## config.mk

```make
export PLATFORM = sky130hd
export DESIGN_NAME = merge_out_serializer
export DESIGN_NICKNAME = d
export VERILOG_FILES = /design/src/rtl/merge_out_serializer.sv
export SDC_FILE = /design/constraint.sdc
export NUM_CORES = 1
export LEC_CHECK = 0
export CAP_MARGIN = 5
export CELL_PAD_IN_SITES_DETAIL_PLACEMENT = 1
export CELL_PAD_IN_SITES_GLOBAL_PLACEMENT = 1
export CORE_MARGIN = 4
export CORE_UTILIZATION = 53
export CTS_CLUSTER_DIAMETER = 40
export DETAILED_ROUTE_END_ITERATION = 10
export GPL_ROUTABILITY_DRIVEN = 0
export HOLD_SLACK_MARGIN = 0.1
export PLACE_DENSITY = 0.92
export SKIP_CTS_REPAIR_TIMING = 1
export SKIP_LAST_GASP = 1
export SYNTH_ARGS = -nofsm -noshare
export SYNTH_HDL_FRONTEND = slang
export SYNTH_SLANG_ARGS = --single-unit
```

## constraint.sdc

```tcl
create_clock -name clk -period 5.25 [get_ports clk]
set_clock_uncertainty 0.15 [all_clocks]
set_input_delay 1.05 -clock clk [delete_from_list [all_inputs] [get_ports clk]]
set_output_delay 1.05 -clock clk [all_outputs]
set_load 0.1 [all_outputs]
```

## src/rtl/merge_out_serializer.sv

```systemverilog
// merge_out_serializer: buffers 4-element sorted words with their mode tag in a
// small word FIFO and streams them out one element per beat (element 0 first),
// tagging each beat with its index, first/last markers and mode.
module merge_out_serializer #(
  parameter int WIDTH = 8,
  parameter int DEPTH = 4,
  parameter int AW    = 2
) (
  input  logic               clk,
  input  logic               rst,
  input  logic               flush,
  input  logic               in_valid,
  output logic               in_ready,
  input  logic [1:0]         s,
  input  logic [4*WIDTH-1:0] y,
  output logic               out_valid,
  input  logic               out_ready,
  output logic [WIDTH-1:0]   out_data,
  output logic [1:0]         out_idx,
  output logic               out_first,
  output logic               out_last,
  output logic [1:0]         out_mode,
  output logic [AW:0]        fifo_cnt
);

  localparam int        WW      = 4 * WIDTH + 2;
  localparam logic [AW:0] DEPTH_C = (AW + 1)'(DEPTH);

  // Word storage; the head is read combinationally so a pushed word is
  // visible the cycle after its push and the element mux can follow idx.
  logic [WW-1:0]    mem [DEPTH];

  logic [AW-1:0]    wr_ptr_reg, wr_ptr_next;
  logic [AW-1:0]    rd_ptr_reg, rd_ptr_next;
  logic [AW:0]      cnt_reg, cnt_next;
  logic [1:0]       idx_reg, idx_next;

  logic             push, accept, pop;
  logic [WW-1:0]    head_word;
  logic [WIDTH-1:0] elem [4];

  assign in_ready  = (cnt_reg < DEPTH_C);
  assign out_valid = (cnt_reg != '0);
  assign push      = in_valid & in_ready & ~flush;
  assign accept    = out_valid & out_ready;
  assign pop       = accept & (idx_reg == 2'd3);

  assign head_word = mem[rd_ptr_reg];

  for (genvar gi = 0; gi < 4; gi++) begin : g_elem
    assign elem[gi] = head_word[gi*WIDTH +: WIDTH];
  end

  // Beat outputs, forced to zero whenever nothing is queued
  always_comb begin
    out_data  = '0;
    out_idx   = 2'd0;
    out_first = 1'b0;
    out_last  = 1'b0;
    out_mode  = 2'd0;
    if (out_valid) begin
      out_data  = elem[idx_reg];
      out_idx   = idx_reg;
      out_first = (idx_reg == 2'd0);
      out_last  = (idx_reg == 2'd3);
      out_mode  = head_word[4*WIDTH +: 2];
    end
  end

  assign fifo_cnt = cnt_reg;

  // Next-state for pointers, count and beat index; flush overrides everything
  always_comb begin
    wr_ptr_next = wr_ptr_reg;
    rd_ptr_next = rd_ptr_reg;
    cnt_next    = cnt_reg;
    idx_next    = idx_reg;
    if (flush) begin
      wr_ptr_next = '0;
      rd_ptr_next = '0;
      cnt_next    = '0;
      idx_next    = 2'd0;
    end else begin
      if (push)
        wr_ptr_next = wr_ptr_reg + 1'b1;
      if (accept)
        idx_next = idx_reg + 2'd1;
      if (pop)
        rd_ptr_next = rd_ptr_reg + 1'b1;
      if (push && !pop)
        cnt_next = cnt_reg + 1'b1;
      else if (pop && !push)
        cnt_next = cnt_reg - 1'b1;
    end
  end

  // Control state register with asynchronous clear
  always_ff @(posedge clk or posedge rst) begin
    if (rst) begin
      wr_ptr_reg <= '0;
      rd_ptr_reg <= '0;
      cnt_reg    <= '0;
      idx_reg    <= 2'd0;
    end else begin
      wr_ptr_reg <= wr_ptr_next;
      rd_ptr_reg <= rd_ptr_next;
      cnt_reg    <= cnt_next;
      idx_reg    <= idx_next;
    end
  end

  // Word write; contents need no reset since count gates visibility
  always_ff @(posedge clk) begin
    if (push)
      mem[wr_ptr_reg] <= {s, y};
  end

endmodule
```

### Placement view, run 1

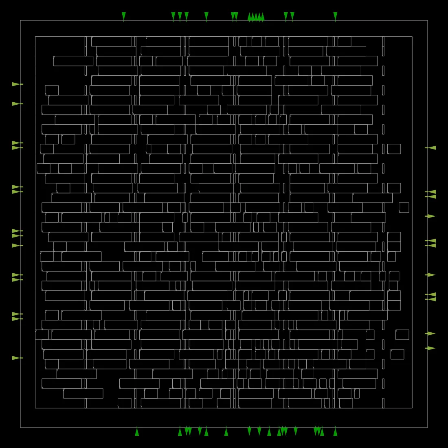
fill count: 882
Seq/total area: 59.73%
num rows: 38

### The metal 3 layer, run 1

The bar under the picture is 20 um long.
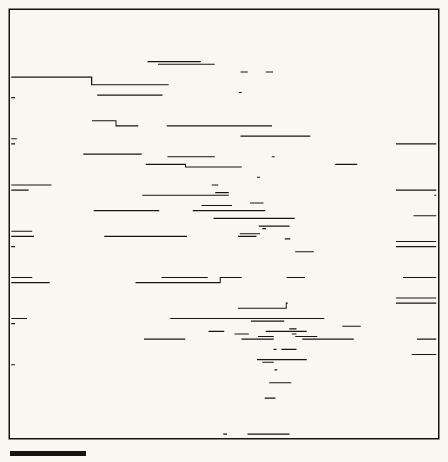
The wires run mostly horizontal. The longest straight run is 40.5 um.

==> flow_metrics.tcl, run 1 <==
# flow metrics
set metrics [dict create \
    run_status "complete, no violations" \
    p_sw_uw 768.0 \
    synth_cell_types 32 \
    clock_power_mw 1.21 \
    areaGrowthSynthToFinish_pct 22.80 \
    crit_buf_inv 1 \
    layout_top_cells "136 x edfxtp_1, 50 x clkdlybuf4s50_1, 30 x mux4_1" \
    grt_use_total_pct 21.90 \
    startpoint_type "register" \
    logic_area_um2 1445 \
    dieWidth_um 113.3 \
    critical_path.endpoint_type "primary output" \
    intPower_mw 2.189 \
    synth_cells 276 \
    placed_cells 470 \
    comb_share_pct 20.02 \
    whs_endpoint "idx_reg[1]$_DFFE_PP0P_" \
    relSlewSlack_pct 31.29 \
    clk_share_pct 8.166 \
    num_antenna_cells 0 \
    flop_area_um2 4310 \
    regMostFlops "mem" \
    comb_cells 111 \
]
### Placement density heat map, run 1

The die is cut into 11 by 11 equal tiles; white is low, dark blue is high, 0 to 100% covered.
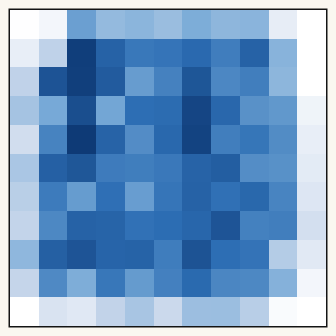
5.0% of the tiles are nearly empty. The mean over all tiles is 55%. The densest ninth of the die: center. 27% of the tiles are over 75% full.

## run 1: routing by layer
metal	up-vias	track usage, %
li1	1291	-
met1	1557	27.28
met2	123	37.95
met3	27	5.348
met4	0	7.131
met5	-	0
## run 1: Yosys cell counts, drive strengths merged
master,count
mux2i,14
dfrtp,9
nor3,1
and2,10
a211oi,1
nand2,5
o211ai,2
clkbuf,2
mux4,34
edfxtp,136
xnor2,3
inv,9
fa,1
a311oi,1
nor3b,1
nand2b,2
buf,9
o311a,1
xor2,2
nand3,2
o22ai,7
nor2b,3
or3,1
a21oi,3
ha,6
a21o,1
nor2,10
## run 1: cells by family after synthesis
logic type,after synthesis,synth area share (%)
xor+xnor,5,0.7453
mux,48,17.33
compound gates,16,1.852
buf+inv,20,2.086
simple gates,35,3.045
fa+ha+maj,7,1.618
flops,145,73.32
### Register map, names as in the netlist, run 1

The bar under the picture is 20 um long. Other sequential cells in the stronger gray, the rest of the logic in the fainter gray.
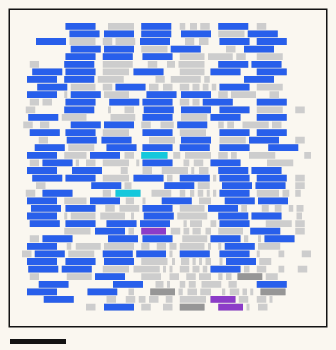

==> inputs of run 2 (changes only) <==
Settings changed: CORE_UTILIZATION 53 to 49, PLACE_DENSITY 0.92 to 0.86.
Clock period 5.25 ns to 4.2 ns, I/O delays scaled along.
### Register map, names as in the netlist, run 2

The bar under the picture is 20 um long. Other sequential cells in the stronger gray, the rest of the logic in the fainter gray.
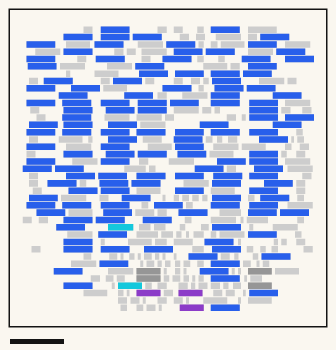
`mem`: in blue, placed flops 136, where all over the die. `rd_ptr_reg`: in cyan, placed flops 2. `fifo_cnt`: in purple, placed flops 3.
Another 4 sequential cells are not colored.

==> run 2 against run 1 <==
Compared with the run above:
- global-route usage is 2.7 points lower
- utilization fell by 4.9 points
- via count shrank 3.7%
- largest power group unchanged
- sequential share of layout area rose by 0.69 points
- register-to-register slack worse by 710 ps
- hold slack gained 21 ps
- combinational power is about 20% higher
- synthesized cell count stayed put
- setup slack got worse by 230 ps
- critical path depth fell by 1
- highest routed layer unchanged
- largest cell class unchanged
==> flow_metrics.tcl, run 2 <==
# flow metrics
set metrics [dict create \
    crit_buf_inv 1 \
    comb_cells 111 \
    comb_share_pct 20.26 \
    logic_area_um2 1445 \
    grt_use_total_pct 19.20 \
    synth_cells 276 \
    layout_top_cells "136 x edfxtp_1, 45 x clkdlybuf4s50_1, 30 x mux4_1" \
    fa_ha_area_share_pct 1.618 \
    areaGrowthSynthToFinish_pct 21.40 \
    run_status "complete, no violations" \
    dieWidth_um 117.5 \
    rows 39 \
    xor_area_share_pct 0.7452 \
    aoi_share_pct 1.852 \
    common_cells "136 x edfxtp_1, 30 x mux4_1, 14 x mux2i_1" \
    p_sw_uw 961.1 \
    ff_type "edfxtp_1" \
    synth_cell_types 32 \
    placed_cells 473 \
    regMostFlops "mem" \
    clkTransAtPathRegs_ps 60 \
    seq_share_pct 60.42 \
    mux_area_share_pct 17.33 \
    clk_share_pct 7.576 \
    whs_endpoint "fifo_cnt[0]$_DFFE_PP0P_" \
    simple_gate_share_pct 3.044 \
    n_fill_cell 973 \
    startpoint_type "register" \
    critical_path.endpoint_type "primary output" \
    synth-edff-count 136 \
    synth_top_cell_by_count "edfxtp_1" \
]
run 2: cell counts after synthesis:
Identical to the previous run, type by type.
run 2: power groups by stage:
stage	sequential, mW	clock, mW	combinational (mW)
final	1.66	1.37	0.508
after global routing	1.66	1.47	0.530
after CTS	1.66	1.41	0.513
after detailed placement	1.69	0	0.510
after global placement	1.68	0	0.495
after floorplan	1.70	0	0.331
run 2: per-layer routing:
| metal | GRT usage (%) | up-vias | share of wire, % |
|---|---|---|---|
| met3 | 4.853 | 23 | 4.3 |
| met2 | 32.04 | 79 | 53 |
| li1 | - | 1295 | - |
| met4 | 10.11 | 0 | 2.4 |
| met5 | 0 | - | 0 |
| met1 | 23.20 | 1490 | 41 |
Power figures rest on the tool's default switching activity, not on a simulated workload.
